--- src/rtl/cpu_defs_pkg.sv ---
// Shared CPU definitions: ALU operation codes, the bubble opcode and the
// EX-stage control record used by the ID/EX pipeline register.
package cpu_defs_pkg;

  localparam logic [2:0] ALU_ADD  = 3'b000;
  localparam logic [2:0] ALU_SUB  = 3'b100;
  localparam logic [2:0] ALU_AND  = 3'b001;
  localparam logic [2:0] ALU_OR   = 3'b101;
  localparam logic [2:0] ALU_XOR  = 3'b010;
  localparam logic [2:0] ALU_LUI  = 3'b110;
  localparam logic [2:0] ALU_ZERO = 3'b111;

  // A bubble drives the ALU to its zero-output operation.
  localparam logic [2:0] ALU_CTR_BUBBLE = ALU_ZERO;

  typedef struct packed {
    logic       valid;
    logic       reg_write;
    logic       mem_read;
    logic       mem_write;
    logic       alu_src;
    logic [4:0] rd;
    logic [4:0] rs;
    logic [4:0] rt;
    logic [2:0] ctr;
  } ex_ctrl_t;

  // Register 0 is hardwired, so a write to it is never a forwarding source.
  function automatic logic addr_hit(input logic we, input logic [4:0] rd,
                                    input logic [4:0] src);
    return we && (rd != 5'd0) && (rd == src);
  endfunction

endpackage

--- src/rtl/fwd_unit.sv ---
// Operand forwarding mux: picks the youngest in-flight result that targets
// the given source register, else the value read from the register file.
module fwd_unit
  import cpu_defs_pkg::*;
#(
  parameter int DATA_W = 32
) (
  input  logic [4:0]        src_addr,
  input  logic [DATA_W-1:0] reg_data,
  input  logic              exmem_reg_write,
  input  logic [4:0]        exmem_rd,
  input  logic [DATA_W-1:0] exmem_result,
  input  logic              memwb_reg_write,
  input  logic [4:0]        memwb_rd,
  input  logic [DATA_W-1:0] memwb_data,
  output logic [DATA_W-1:0] fwd_data
);

  // EX/MEM is checked first because it holds the more recent write.
  always_comb begin
    fwd_data = reg_data;
    if (addr_hit(exmem_reg_write, exmem_rd, src_addr)) begin
      fwd_data = exmem_result;
    end else if (addr_hit(memwb_reg_write, memwb_rd, src_addr)) begin
      fwd_data = memwb_data;
    end
  end

endmodule

--- src/rtl/id_ex_stage.sv ---
// ID/EX pipeline register with load-use hazard detection and EX-side
// operand forwarding feeding the ALU operands A/B and ALU_Ctr.
module id_ex_stage
  import cpu_defs_pkg::*;
#(
  parameter int         DATA_W     = 32,
  parameter logic [2:0] BUBBLE_CTR = ALU_CTR_BUBBLE
) (
  input  logic              clk,
  input  logic              rst_n,
  input  logic              id_valid,
  input  logic [4:0]        id_rs_addr,
  input  logic [4:0]        id_rt_addr,
  input  logic [4:0]        id_rd_addr,
  input  logic [DATA_W-1:0] id_rs_data,
  input  logic [DATA_W-1:0] id_rt_data,
  input  logic [DATA_W-1:0] id_imm,
  input  logic [2:0]        id_alu_ctr,
  input  logic              id_alu_src,
  input  logic              id_reg_write,
  input  logic              id_mem_read,
  input  logic              id_mem_write,
  input  logic              id_uses_rt,
  input  logic              flush,
  input  logic              exmem_reg_write,
  input  logic [4:0]        exmem_rd,
  input  logic [DATA_W-1:0] exmem_result,
  input  logic              memwb_reg_write,
  input  logic [4:0]        memwb_rd,
  input  logic [DATA_W-1:0] memwb_data,
  output logic [DATA_W-1:0] A,
  output logic [DATA_W-1:0] B,
  output logic [2:0]        ALU_Ctr,
  output logic              ex_valid,
  output logic [4:0]        ex_rd,
  output logic              ex_reg_write,
  output logic              ex_mem_read,
  output logic              ex_mem_write,
  output logic [DATA_W-1:0] ex_store_data,
  output logic              stall_id
);

  localparam ex_ctrl_t BUBBLE_CTRL = '{valid: 1'b0, reg_write: 1'b0,
                                       mem_read: 1'b0, mem_write: 1'b0,
                                       alu_src: 1'b0, rd: 5'd0, rs: 5'd0,
                                       rt: 5'd0, ctr: BUBBLE_CTR};

  ex_ctrl_t          ctrl_q, ctrl_d;
  logic [DATA_W-1:0] rs_data_q, rs_data_d;
  logic [DATA_W-1:0] rt_data_q, rt_data_d;
  logic [DATA_W-1:0] imm_q, imm_d;
  logic [DATA_W-1:0] fwd_a, fwd_b;
  logic              bubble;

  // A load in EX cannot forward its data yet; a flush overrides the stall.
  always_comb begin
    stall_id = !flush && ctrl_q.valid && ctrl_q.mem_read &&
               (ctrl_q.rd != 5'd0) && id_valid &&
               ((id_rs_addr == ctrl_q.rd) ||
                (id_uses_rt && (id_rt_addr == ctrl_q.rd)));
  end

  // Bubbles also clear addresses and data so forwarding cannot make A/B nonzero.
  always_comb begin
    bubble    = flush || stall_id || !id_valid;
    ctrl_d    = BUBBLE_CTRL;
    rs_data_d = '0;
    rt_data_d = '0;
    imm_d     = '0;
    if (!bubble) begin
      ctrl_d.valid     = 1'b1;
      ctrl_d.reg_write = id_reg_write;
      ctrl_d.mem_read  = id_mem_read;
      ctrl_d.mem_write = id_mem_write;
      ctrl_d.alu_src   = id_alu_src;
      ctrl_d.rd        = id_rd_addr;
      ctrl_d.rs        = id_rs_addr;
      ctrl_d.rt        = id_rt_addr;
      ctrl_d.ctr       = id_alu_ctr;
      rs_data_d        = id_rs_data;
      rt_data_d        = id_rt_data;
      imm_d            = id_imm;
    end
  end

  always_ff @(posedge clk or negedge rst_n) begin
    if (!rst_n) begin
      ctrl_q    <= BUBBLE_CTRL;
      rs_data_q <= '0;
      rt_data_q <= '0;
      imm_q     <= '0;
    end else begin
      ctrl_q    <= ctrl_d;
      rs_data_q <= rs_data_d;
      rt_data_q <= rt_data_d;
      imm_q     <= imm_d;
    end
  end

  fwd_unit #(.DATA_W(DATA_W)) u_fwd_rs (
    .src_addr        (ctrl_q.rs),
    .reg_data        (rs_data_q),
    .exmem_reg_write (exmem_reg_write),
    .exmem_rd        (exmem_rd),
    .exmem_result    (exmem_result),
    .memwb_reg_write (memwb_reg_write),
    .memwb_rd        (memwb_rd),
    .memwb_data      (memwb_data),
    .fwd_data        (fwd_a)
  );

  fwd_unit #(.DATA_W(DATA_W)) u_fwd_rt (
    .src_addr        (ctrl_q.rt),
    .reg_data        (rt_data_q),
    .exmem_reg_write (exmem_reg_write),
    .exmem_rd        (exmem_rd),
    .exmem_result    (exmem_result),
    .memwb_reg_write (memwb_reg_write),
    .memwb_rd        (memwb_rd),
    .memwb_data      (memwb_data),
    .fwd_data        (fwd_b)
  );

  assign A             = fwd_a;
  assign B             = ctrl_q.alu_src ? imm_q : fwd_b;
  assign ALU_Ctr       = ctrl_q.ctr;
  assign ex_store_data = fwd_b;
  assign ex_valid      = ctrl_q.valid;
  assign ex_rd         = ctrl_q.rd;
  assign ex_reg_write  = ctrl_q.reg_write;
  assign ex_mem_read   = ctrl_q.mem_read;
  assign ex_mem_write  = ctrl_q.mem_write;

endmodule
--- config.mk ---
export PLATFORM = sky130hd
export DESIGN_NAME = id_ex_stage
export DESIGN_NICKNAME = d
export VERILOG_FILES = /design/src/rtl/cpu_defs_pkg.sv /design/src/rtl/fwd_unit.sv /design/src/rtl/id_ex_stage.sv
export SDC_FILE = /design/constraint.sdc
export NUM_CORES = 1
export LEC_CHECK = 0
export ABC_AREA = 1
export CAP_MARGIN = 20
export CELL_PAD_IN_SITES_DETAIL_PLACEMENT = 0
export CELL_PAD_IN_SITES_GLOBAL_PLACEMENT = 2
export CORE_MARGIN = 5
export CORE_UTILIZATION = 23
export CTS_CLUSTER_DIAMETER = 50
export DETAILED_ROUTE_END_ITERATION = 16
export MAX_ROUTING_LAYER = met4
export PLACE_DENSITY_LB_ADDON = 0.1
export SLEW_MARGIN = 20
export SYNTH_ARGS = -nofsm -noshare
export SYNTH_HDL_FRONTEND = slang
export SYNTH_HIERARCHICAL = 1
export SYNTH_SLANG_ARGS = --single-unit
--- constraint.sdc ---
create_clock -name clk -period 2.25 [get_ports clk]
set_input_delay 0.225 -clock clk [delete_from_list [all_inputs] [get_ports clk]]
set_output_delay 0.225 -clock clk [all_outputs]
set_load 0.01 [all_outputs]
Fig. 1: selected gate families
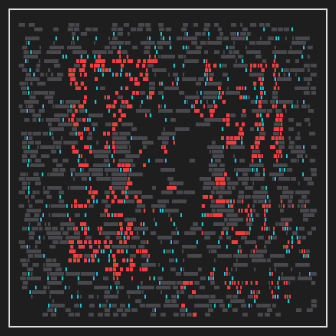
Key: NAND gates = red [cells 404, where widely spread]; inverters = cyan [cells 278, where widely spread]

Fig. 2: sequential cells colored by netlist name
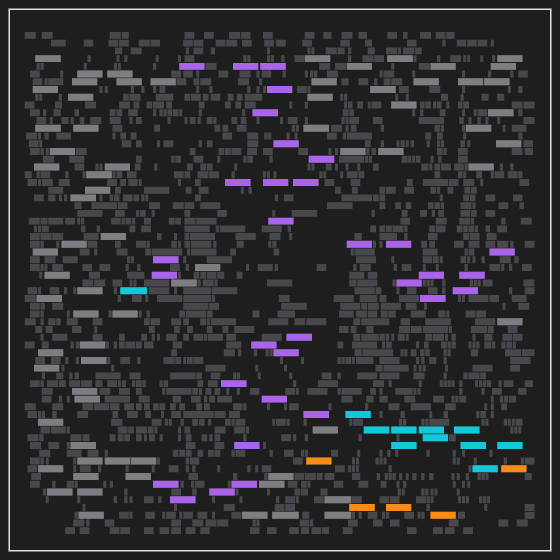
Key: ctrl_q = cyan [flops 11, where bottom right]; rs_data_q = purple [flops 32]; ex_rd = orange [flops 5]
Another 71 sequential cells are not colored.

Fig. 3: signal wires on met1
Supply wires on this layer in gray.
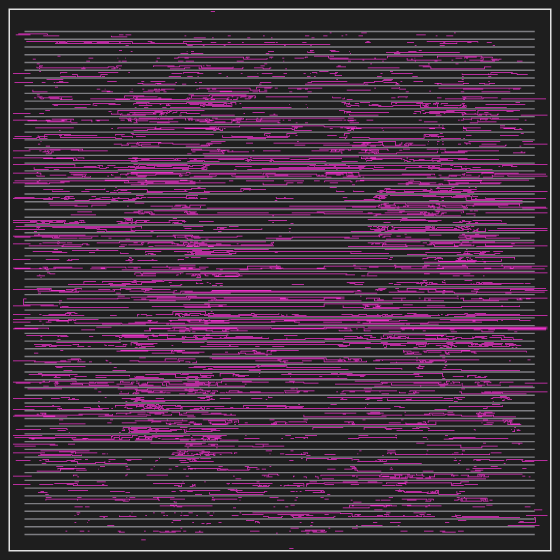
The longest straight run is 78.4 um. The wires run mostly horizontal.
WL final: 36.18 mm
DR vias: 8135
M1 GR Usage: 23.83%

Fig. 4: floorplan with the power grid
Pins as bars on the die edge.
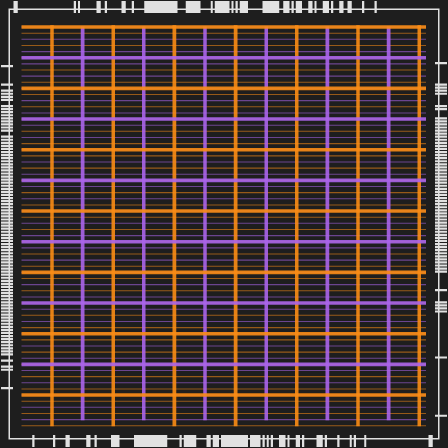
Key: VDD = purple; VSS = orange
308 signal pins sit on the boundary. 66 met1 rails follow the rows.

Fig. 5: clock routing
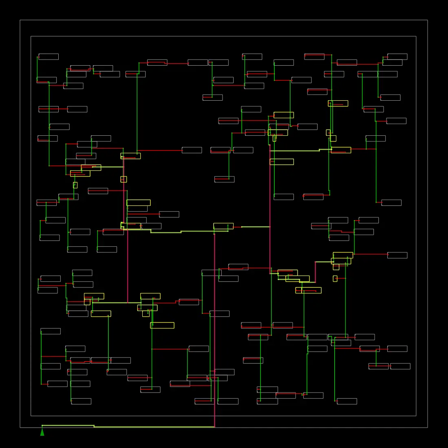
CTS Buf Count: 17
TritonCTS Sinks: 119

==> qor.txt <==
biggest regs: imm_q: 32 flops, rs_data_q: 32 flops, rt_data_q: 32 flops
sequential cell area share: 21.96%
CP Launch Point: ctrl_q[4]
Comb area share: 26.32%
status: finished with violations
busiest grt layer: met2
Finished Cell Area: 13580 um2
setup TNS: -15.52 ns
Hold Violations, Final: 0
Post-Synthesis Cell Area: 7436 um2
share of layout cells above drive strength 1: 29.18%
VDD IR max: 0.0004812 V
DP Worst Slack: -0.5346 ns
Netlist cell types: 26
uppermost routed layer: met4
DIE HEIGHT: 189.8 um
post-CTS setup buffers: 28
failing checks: negative setup slack
hpwl dp: 23.91 mm
Tapcells: 402
Largest cell class: non-clock buffers
Cell Rows: 65
Synth top area share: 39.04%
crit path kind: reg -> out
FF+latch area: 2983 um2
inverters: 278
wire per inst: 19.47 um
CTS tree: yes
detailed-route DRC error count: 0
Worst path slowest cell: dfrtp_1
Via density: 4.378
CP Capture Point: B[8]
FMAX: 381.9 MHz
P_sw: 1.965 mW
worst-path cell chain: or2_1, a21oi_4, buf_12, nand3_4, buf_12, clkbuf_16, nand3_1, nand2_2, mux2_2, buf_2
Clock transition at path regs: 0.06 ns
GRT overflow: 0
Final setup viols: 88
htree depth: 4
Gate Area: 3575 um2
met2 Use GR: 30.18%
top_reg_cell synth: dfrtp_1
met3 usage: 5.615%
Post-synth regs: 119
HP Class: in -> async
final worst-path cycle share: 116.4%
Final Non-Filler Cells: 1858
RSZ-0062 raised after global routing: yes
FF-to-FF End: rs_data_q[2]
post-route ant nets: 0
first-pass GRT wire length: 50.60 mm
sequential fraction of the synthesis area: 40.10%
worst hold margin: 0.3054 ns
initial antenna violation count: 3
worst clock skew: 0.01031 ns
P_int: 4.968 mW
Slew HR: 65.59%
EDFF count, synth: 0
syn_area_per_cell: 7.048 um2
Post-Synth AOI/OAI Area: 1.111%
Main power group: clock
top-count cell post-synth: inv_1
Setup WS post-layout: -0.3688 ns
dpl cell area: 11460 um2
Power figures rest on the tool's default switching activity, not on a simulated workload.
